Run 1, the clock network:
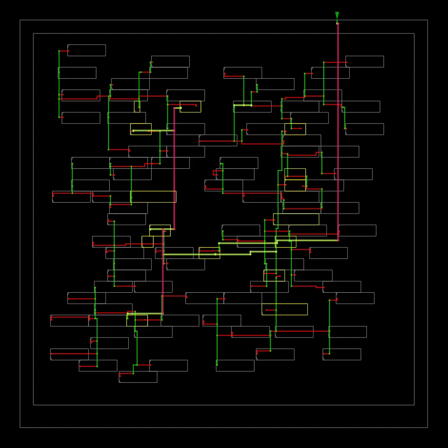
Run 1, register map, names as in the netlist:
The bar under the picture is 20 microns long.
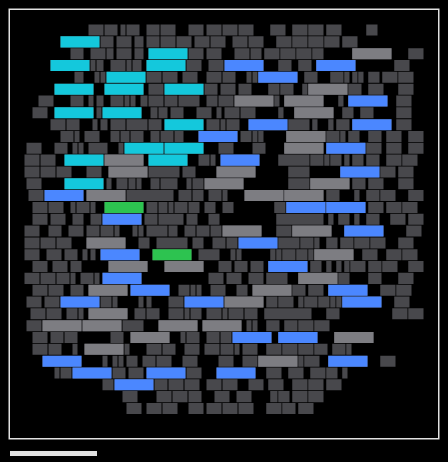
Run 1, logic cells by family:
The bar under the picture is 20 microns long.
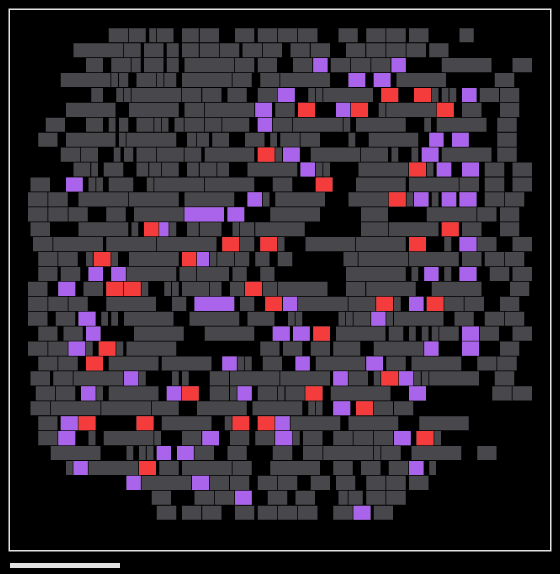
[src/rtl/pipe_mux_if.sv]
// pipe_mux_if: upstream/downstream handshake bundle for pipe_mux.
// master = side that offers channels and sinks beats; slave = the mux itself.
interface pipe_mux_if #(
    parameter int unsigned WIDTH  = 32,
    parameter int unsigned NUM_IN = 3,
    parameter int unsigned SEL_W  = 2
);
    logic [NUM_IN*WIDTH-1:0] in_data;
    logic [SEL_W-1:0]        in_sel;
    logic                    in_valid;
    logic                    in_ready;
    logic [WIDTH-1:0]        out_data;
    logic                    out_valid;
    logic                    out_ready;

    modport master (
        output in_data, in_sel, in_valid, out_ready,
        input  in_ready, out_data, out_valid
    );

    modport slave (
        input  in_data, in_sel, in_valid, out_ready,
        output in_ready, out_data, out_valid
    );
endinterface

[src/rtl/pipe_mux.sv]
// pipe_mux: selects one of NUM_IN packed channels at input acceptance and
// delivers it through a 2-entry (output + skid) registered pipeline stage.
// Optional macro PIPE_MUX_SEL_CHECK_EN adds a sticky sel_err output that
// flags any accepted beat whose select is out of range.
module pipe_mux #(
    parameter int unsigned WIDTH  = 32,
    parameter int unsigned NUM_IN = 3,
    parameter int unsigned SEL_W  = 2
) (
    input  logic        clk,
    input  logic        rst_n,
    pipe_mux_if.slave   bus,
    output logic [15:0] beat_cnt
`ifdef PIPE_MUX_SEL_CHECK_EN
    ,
    output logic        sel_err
`endif
);

    localparam int unsigned CNT_W = 16;

    typedef enum logic [1:0] {
        ST_EMPTY = 2'd0,
        ST_ONE   = 2'd1,
        ST_FULL  = 2'd2
    } state_t;

    state_t           state_q;
    state_t           state_d;
    logic [WIDTH-1:0] out_q;
    logic [WIDTH-1:0] out_d;
    logic [WIDTH-1:0] skid_q;
    logic [WIDTH-1:0] skid_d;
    logic             out_valid_q;
    logic             out_valid_d;
    logic             in_ready_q;
    logic             in_ready_d;

    logic             in_fire_c;
    logic             out_fire_c;
    logic [WIDTH-1:0] chan_word_c;
    logic [WIDTH-1:0] sel_word_c;
    logic             sel_hit_c;

    assign in_fire_c     = bus.in_valid && in_ready_q;
    assign out_fire_c    = out_valid_q && bus.out_ready;
    assign bus.in_ready  = in_ready_q;
    assign bus.out_data  = out_q;
    assign bus.out_valid = out_valid_q;

    // Channel select; an index with no matching channel yields zero
    always_comb begin
        chan_word_c = '0;
        sel_hit_c   = 1'b0;
        for (int unsigned k = 0; k < NUM_IN; k++) begin
            if (bus.in_sel == SEL_W'(k)) begin
                chan_word_c = bus.in_data[k*WIDTH +: WIDTH];
                sel_hit_c   = 1'b1;
            end
        end
        sel_word_c = sel_hit_c ? chan_word_c : '0;
    end

    // Occupancy state register
    always_ff @(posedge clk or negedge rst_n) begin
        if (!rst_n) begin
            state_q <= ST_EMPTY;
        end else begin
            state_q <= state_d;
        end
    end

    // Occupancy next-state
    always_comb begin
        state_d = state_q;
        case (state_q)
            ST_EMPTY: if (in_fire_c) state_d = ST_ONE;
            ST_ONE: begin
                if (in_fire_c && !out_fire_c)      state_d = ST_FULL;
                else if (!in_fire_c && out_fire_c) state_d = ST_EMPTY;
            end
            ST_FULL:  if (out_fire_c) state_d = ST_ONE;
            default:  state_d = ST_EMPTY;
        endcase
    end

    // Datapath and handshake next values; out_d clears whenever the stage drains
    always_comb begin
        out_d       = out_q;
        skid_d      = skid_q;
        out_valid_d = (state_d != ST_EMPTY);
        in_ready_d  = (state_d != ST_FULL);
        case (state_q)
            ST_EMPTY: begin
                if (in_fire_c) out_d = sel_word_c;
            end
            ST_ONE: begin
                if (in_fire_c && out_fire_c) out_d  = sel_word_c;
                else if (in_fire_c)          skid_d = sel_word_c;
                else if (out_fire_c)         out_d  = '0;
            end
            ST_FULL: begin
                if (out_fire_c) begin
                    out_d  = skid_q;
                    skid_d = '0;
                end
            end
            default: begin
                out_d  = '0;
                skid_d = '0;
            end
        endcase
    end

    // Datapath and handshake registers; in_ready held low during reset
    always_ff @(posedge clk or negedge rst_n) begin
        if (!rst_n) begin
            out_q       <= '0;
            skid_q      <= '0;
            out_valid_q <= 1'b0;
            in_ready_q  <= 1'b0;
        end else begin
            out_q       <= out_d;
            skid_q      <= skid_d;
            out_valid_q <= out_valid_d;
            in_ready_q  <= in_ready_d;
        end
    end

    // Delivered-beat counter, wraps naturally at 16 bits
    always_ff @(posedge clk or negedge rst_n) begin
        if (!rst_n) begin
            beat_cnt <= '0;
        end else if (out_fire_c) begin
            beat_cnt <= beat_cnt + CNT_W'(1);
        end
    end

`ifdef PIPE_MUX_SEL_CHECK_EN
    // Sticky flag for accepted out-of-range selects
    always_ff @(posedge clk or negedge rst_n) begin
        if (!rst_n) begin
            sel_err <= 1'b0;
        end else if (in_fire_c && !sel_hit_c) begin
            sel_err <= 1'b1;
        end
    end
`endif

endmodule

[src/flat_wrapper.sv]
// flat-port wrapper written by rule: the top's interface ports become plain ports
module pipe_mux_flat 
#(
    parameter int unsigned WIDTH  = 32,
    parameter int unsigned NUM_IN = 3,
    parameter int unsigned SEL_W  = 2
)
  (clk, rst_n, beat_cnt, bus_in_data, bus_in_sel, bus_in_valid, bus_out_ready, bus_in_ready, bus_out_data, bus_out_valid);
  pipe_mux_if #(.WIDTH(WIDTH), .NUM_IN(NUM_IN), .SEL_W(SEL_W)) bus_i ();
  input  logic clk;
  input  logic rst_n;
  output logic [15:0] beat_cnt;
  input wire logic [$bits(bus_i.in_data)-1:0] bus_in_data;
  input wire logic [$bits(bus_i.in_sel)-1:0] bus_in_sel;
  input wire logic [$bits(bus_i.in_valid)-1:0] bus_in_valid;
  input wire logic [$bits(bus_i.out_ready)-1:0] bus_out_ready;
  output wire logic [$bits(bus_i.in_ready)-1:0] bus_in_ready;
  output wire logic [$bits(bus_i.out_data)-1:0] bus_out_data;
  output wire logic [$bits(bus_i.out_valid)-1:0] bus_out_valid;
  assign bus_i.in_data = bus_in_data;
  assign bus_i.in_sel = bus_in_sel;
  assign bus_i.in_valid = bus_in_valid;
  assign bus_i.out_ready = bus_out_ready;
  assign bus_in_ready = bus_i.in_ready;
  assign bus_out_data = bus_i.out_data;
  assign bus_out_valid = bus_i.out_valid;
  pipe_mux #(.WIDTH(WIDTH), .NUM_IN(NUM_IN), .SEL_W(SEL_W)) u_core (.clk(clk), .rst_n(rst_n), .bus(bus_i), .beat_cnt(beat_cnt));
endmodule
[config.mk]
export PLATFORM = sky130hd
export DESIGN_NAME = pipe_mux_flat
export DESIGN_NICKNAME = d
export VERILOG_FILES = /design/src/rtl/pipe_mux_if.sv /design/src/rtl/pipe_mux.sv /design/src/flat_wrapper.sv
export SDC_FILE = /design/constraint.sdc
export NUM_CORES = 1
export LEC_CHECK = 0
export CORE_MARGIN = 3
export CORE_UTILIZATION = 48
export CTS_CLUSTER_SIZE = 30
export DETAILED_ROUTE_END_ITERATION = 8
export PLACE_DENSITY = 0.9
export SYNTH_ARGS = -nofsm -noshare
export SYNTH_HDL_FRONTEND = slang
export SYNTH_SLANG_ARGS = --single-unit
[constraint.sdc]
create_clock -name clk -period 2.6 [get_ports clk]
set_clock_uncertainty 0.05 [all_clocks]
set_input_delay 0.52 -clock clk [delete_from_list [all_inputs] [get_ports clk]]
set_output_delay 0.52 -clock clk [all_outputs]
set_load 0.02 [all_outputs]
==> results.rst, run 1 <==
Synthesis and place-and-route
=============================

.. list-table::
   :header-rows: 1

   * - Metric
     - Value
   * - Post-CTS Setup Repair Bufs
     - 0
   * - Area occupied by multi-input gates
     - roughly 1800 sq um
   * - Avg Synthesized Cell Area
     - 11.1 sq um
   * - Setup slack after layout
     - 0.462 ns
   * - Total die size
     - approximately 9700 sq um
   * - Area growth syn-to-layout
     - 43.9%
   * - Setup Slack @ Placement
     - 0.0969 ns
   * - Final wirelength
     - between 10 and 15 mm
   * - Seq. cell area
     - roughly 2100 sq um
   * - Internal power component
     - 3.52 mW
   * - CTS H-tree lvls
     - 3
   * - Multi-input logic cell count
     - about 260
   * - Synthesized registers
     - ~84
   * - Critical Path Fanout Max
     - 20
   * - Final hold viol count
     - 0
   * - Share of the synthesized area in the top cell type
     - 0.512
   * - Tap cells
     - between 100 and 150
   * - Worst reg2reg path depth
     - 5
   * - Peak Freq
     - ~470 MHz
   * - Type of the worst setup path
     - in2reg
   * - Tally of nets with antenna violations remaining after routing
     - 0
   * - Half-perimeter wire length of the detailed placement result
     - 8.09 mm
   * - Root buffer cell
     - sky130_fd_sc_hd__clkbuf_8
   * - Post-CTS sizing
     - 0
   * - Max power group
     - combinational cells
   * - Switching share of power
     - 0.366
   * - Number of flops mapped to enable cells by yosys
     - 0
   * - Combinational cell fraction of total power
     - 0.429
   * - Clock Power Share
     - 0.200
   * - Cell leakage power
     - 2.64 nW
   * - Top logic cell by instance count in the layout
     - sky130_fd_sc_hd__clkdlybuf4s50_1
   * - Number of placed I/O pins
     - about 150
   * - Sequential share of power
     - 0.372
   * - Gr busiest metal
     - met2
   * - Main synth FF type
     - sky130_fd_sc_hd__dfrtp_1
   * - Count of inverters not on the clock network in the layout
     - 1
   * - Post-synthesis compound-gate area fraction
     - 0.212
   * - Num rows
     - 33
   * - Detailed-router iteration count before antenna repair
     - 4
   * - Number of port buffers
     - between 150 and 200
   * - Worst flop-to-flop path endpoint
     - u_core.bus.out_data[19]$_DFFE_PN0P_
   * - Source of the worst register-to-register timing path
     - u_core.bus.in_ready$_DFF_PN0_
   * - Initial antenna violation count
     - 0
   * - Log Warnings
     - 26
   * - Worst min path class
     - in2async
   * - Placeable Area
     - approximately 8300 sq um
   * - Final weighted congestion of routability-driven global placement
     - about 0.8
   * - Max Buffers Root-to-Sink
     - 2
   * - Placed Cells
     - just over 600
   * - Capture point of the worst path
     - u_core.bus.out_data[19]$_DFFE_PN0P_
   * - Fraction of area in registers
     - 0.356
   * - Effective utilization at floorplan
     - 0.497
   * - # fillers
     - just over 600
   * - Minimum clock period
     - approximately 2.1 ns
   * - Cell area reported after detailed placement
     - 5670 sq um
   * - Grt met1 use
     - 0.306
   * - Count leader, synth
     - sky130_fd_sc_hd__dfrtp_1
   * - Max-cap violations
     - 0
   * - Non-clock buffer count in the final layout
     - 165
   * - Cell area after layout
     - between 5000 and 6000 sq um
   * - Arr. time, crit path
     - approximately 2.4 ns
   * - Xor-xnor portion of the synthesized cell area
     - 0.0363
   * - Most used cells in the layout excluding fill and tap cells
     - 149 x sky130_fd_sc_hd__clkdlybuf4s50_1, 84 x sky130_fd_sc_hd__dfrtp_1, 76 x sky130_fd_sc_hd__nand2_1
   * - Worst hold margin
     - between 0.09 and 0.1 ns
   * - Portion of the layout cell area used by non-clock buffers
     - 0.275
   * - Area leader, netlist
     - sky130_fd_sc_hd__dfrtp_1
   * - Summed instance area of the synthesized netlist
     - slightly above 4000 sq um
   * - Wire length of the first global-routing pass
     - between 15 and 20 mm
   * - Vias per inst
     - about 5.7
   * - Final net count
     - 619
   * - Portion of the layout cell area used by clock cells
     - 0.0405
   * - Initial drt markers
     - about 170
   * - Vias after detailed routing
     - 3556
   * - Sequential-to-total area share from yosys stat
     - 0.512
   * - Total gr overflow
     - 0
   * - Final-layout setup total negative slack
     - 0 ns
   * - Final-report setup violation count
     - 0
   * - Share of post-route cells with drive strength above 1
     - 0.0731
   * - Number of nets at floorplan
     - around 470
   * - Combinational-cell power consumption
     - around 2.4 mW
   * - Mux frac, synth
     - 0.0781
   * - Fraction of the core area covered by cells at the end of the flow
     - 0.715
   * - Setup repair after global routing missed its margin
     - false
   * - Required time worst endpoint
     - roughly 2.8 ns
   * - Combinational share of cell area
     - 0.306
   * - Post-detailed-route DRC marker count
     - 0
   * - List of most frequent post-synthesis cells
     - 84 x sky130_fd_sc_hd__dfrtp_1, 76 x sky130_fd_sc_hd__nand2_1, 33 x sky130_fd_sc_hd__a22o_1
   * - Gate Count Post-Synth
     - 370
   * - Critical path capture point type
     - flip-flop
   * - Status
     - finished, final reports clean
   * - # diodes
     - 0
-- 'the clock network' (at the start) --
worst-skew pair later-pin latency: 0.34 ns
total clock network power: 1.11 mW
clock buffer instance count of the final layout: 11
count of clock tree sinks: 84
number of CTS-inserted buffers: 9

-- 'register map, names as in the netlist' (at the start) --
[blue] `u_core.bus.out_data` | flops: 32 | where: all over the die
[green] `u_core.state_q` | flops: 2
[cyan] `u_core.beat_cnt` | flops: 16 | where: top left
not coloured: 34

-- 'logic cells by family' (at the start) --
[purple] inverting AOI/OAI gates | cells: 68 | where: all over the die
[red] AND-OR and OR-AND gates | cells: 35 | most used: a22o_1

[run 1: worst max-delay path, stage by stage]
cell	delay (ns)
sky130_fd_sc_hd__clkdlybuf4s50_1	0.48
sky130_fd_sc_hd__nor2b_2	0.56
sky130_fd_sc_hd__buf_4	0.38
sky130_fd_sc_hd__o2bb2ai_1	0.20
sky130_fd_sc_hd__a22oi_1	0.12
sky130_fd_sc_hd__nand2_1	0.09
[run 1: metal layers]
layer,wire length [microns],vias up,share of wire
met5,0,-,0
met4,267,0,0.023
met3,724,20,0.063
met2,5900,149,0.51
met1,4580,1747,0.40
li1,-,1640,-
[run 1: registers in the layout, summed over array words and instances, names as in the netlist]
signal and flops:
u_core.bus.out_valid 1, u_core.bus.out_data 32, u_core.skid_q 32, u_core.beat_cnt 16, u_core.bus.in_ready 1, u_core.state_q 2
==> run 2: changes to the inputs <==
- CORE_UTILIZATION: 48 -> 45
- PLACE_DENSITY: 0.9 -> 0.85
- clock period: 2.6 -> 2 ns (I/O delays scaled with it)
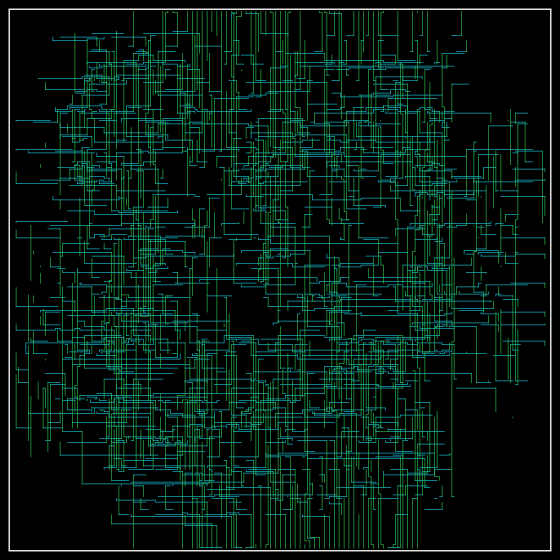
Run 2: wiring by layer
Only two layers are drawn.
[green] met2 | wire length: 6030 microns
[cyan] met1 | wire length: 4780 microns

==> run 2 against run 1 <==
Compared with the run above: sequential share of layout area decreased by 0.67 points; via count increased by 1.8%; setup slack got worse by 0.35 ns; register-to-register slack got worse by 0.54 ns; core utilization decreased by 3.2 points; largest cell class unchanged; sequential cell count unchanged; first-iteration DRC count decreased by 7.6%; cell count increased by 2.2%; count of clock-buffer cells in the layout increased by 1; wire length increased by 1.4%.
==> results.rst, run 2 <==
Synthesis and place-and-route
=============================

.. list-table::
   :header-rows: 1

   * - Metric
     - Value
   * - Setup Slack @ Placement
     - -0.0149 ns (-0.112 ns)
   * - Minimum clock period
     - about 1.9 ns
   * - Tally of nets with antenna violations remaining after routing
     - 0 (unchanged)
   * - Cell depth of the worst setup path
     - 1 (-5)
   * - Fraction of the core area covered by cells at the end of the flow
     - 0.683 (-0.0317)
   * - Total gr overflow
     - 0 (unchanged)
   * - Vias after detailed routing
     - 3620 (+1.8%)
   * - Area growth syn-to-layout
     - 46.7%
   * - Number of port buffers
     - 151 (unchanged)
   * - Seq. cell area
     - 2100 sq um (unchanged)
   * - Initial drt markers
     - 158 (-7.6%)
   * - Capture point of the worst path
     - beat_cnt[4]
   * - Setup repair after global routing missed its margin
     - false
   * - Log Warnings
     - 26 (unchanged)
   * - Root buffer cell
     - sky130_fd_sc_hd__clkbuf_8
   * - Max power group
     - combinational cells
   * - Final wirelength
     - 11.6 mm (+1.4%)
   * - Final hold viol count
     - 0 (unchanged)
   * - Critical path capture point type
     - output port
   * - Number of nets at floorplan
     - 473 (unchanged)
   * - Type of the worst setup path
     - reg2out
   * - Combinational cell fraction of total power
     - 0.468 (+0.039)
   * - # diodes
     - 0 (unchanged)
   * - Sequential-to-total area share from yosys stat
     - 0.512 (unchanged)
   * - Max-cap violations
     - 0 (unchanged)
   * - Num rows
     - 34 (+3.0%)
   * - Worst Path Buf+Inv
     - 1 (-1)
   * - Initial antenna violation count
     - 0 (unchanged)
   * - Cell area after layout
     - 6020 sq um (+1.9%)
   * - Cell leakage power
     - 2.69 nW (+1.9%)
   * - Worst-skew pair later-pin latency
     - 0.35 ns (about the same)
   * - Main synth FF type
     - sky130_fd_sc_hd__dfrtp_1
   * - CTS H-tree lvls
     - 3 (unchanged)
   * - Arr. time, crit path
     - 1.44 ns (-0.93 ns)
   * - Worst hold margin
     - 0.422 ns (+0.331 ns)
   * - Status
     - finished, final reports clean
   * - Placed Cells
     - 622 (+2.0%)
   * - Post-CTS Setup Repair Bufs
     - 0 (unchanged)
   * - Required time worst endpoint
     - 1.55 ns (-1.28 ns)
   * - Share of post-route cells with drive strength above 1
     - 0.0885 (+0.0154)
   * - Final weighted congestion of routability-driven global placement
     - 0.781 (-0.94%)
   * - Avg Synthesized Cell Area
     - 11.1 sq um (unchanged)
   * - Final-report setup violation count
     - 0 (unchanged)
   * - Vias per inst
     - 5.67 (-0.43%)
   * - Worst stage delay on the critical path
     - 0.65 ns (+0.09 ns)
   * - Detailed-router iteration count before antenna repair
     - 5 (+1)
   * - Worst min path class
     - reg2reg
   * - Combinational-cell power consumption
     - 3.30 mW (+39%)
   * - Post-CTS sizing
     - 0 (unchanged)
   * - Number of CTS-inserted buffers
     - 9 (unchanged)
   * - Area leader, netlist
     - sky130_fd_sc_hd__dfrtp_1
   * - Source of the worst register-to-register timing path
     - u_core.state_q[0]$_DFF_PN0_
   * - List of most frequent post-synthesis cells
     - 84 x sky130_fd_sc_hd__dfrtp_1, 76 x sky130_fd_sc_hd__nand2_1, 33 x sky130_fd_sc_hd__a22o_1
   * - Number of flops mapped to enable cells by yosys
     - 0 (unchanged)
   * - Gate Count Post-Synth
     - 370 (unchanged)
   * - Area occupied by multi-input gates
     - 1810 sq um (unchanged)
   * - Peak Freq
     - around 530 MHz
   * - Worst reg2reg path depth
     - 5 (unchanged)
   * - Clock Power Share
     - 0.153 (-0.047)
   * - Total die size
     - 10300 sq um (+6.3%)
   * - Setup slack after layout
     - 0.114 ns (-0.348 ns)
   * - # fillers
     - 670 (+8.2%)
   * - Cell breakdown of the critical path
     - clkdlybuf4s50_1
   * - Synthesized registers
     - 84 (unchanged)
   * - Post-detailed-route DRC marker count
     - 0 (unchanged)
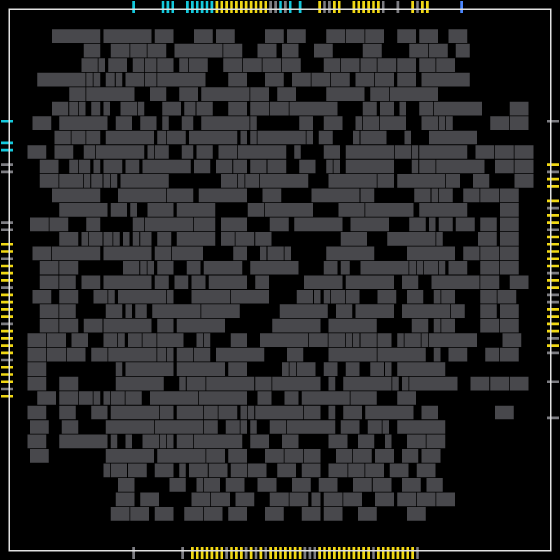
Run 2: pin placement
Pins as bars across the die edge, other pins in grey.
[blue] `rst_n` | pins: 1 | direction: input | edge: top
[cyan] `beat_cnt` | pins: 16 | direction: output | edge: 13 top, 3 left
[yellow] `bus_in_data` | pins: 96 | direction: input | edge: 38 bottom, 23 top, 18 right, 17 left
all pins by edge: 49 bottom, 45 top, 29 left, 29 right

## run 2: cell type report
type / count / share of cell area
well taps: 108 / 0.0225
clock buffers: 12 / 0.0241
clock inverters: 4 / 0.00416
inverters: 1 / 0.000624
repair buffers: 175 / 0.299
flip-flops and latches: 84 / 0.349
multi-input cells: 255 / 0.300
## run 2: layer usage
layer,track usage,part of all wire,wire [microns],up-vias
met2,0.395,0.52,6030,134
met3,0.0372,0.047,547,19
met5,0,0,0,-
met4,0.0808,0.023,267,0
li1,-,-,-,1666
met1,0.290,0.41,4780,1801
## run 2: cell families after synthesis
group,Yosys count,share of synthesized area
AOI/OAI and AO/OA,103,0.212
xor gates and xnor gates,17,0.0363
adders and majority gates,1,0.00305
buffers and inverters,31,0.0518
DFF,84,0.512
muxes,32,0.0781
and+or+nand+nor,102,0.107
Power and IR drop assume default switching activity.
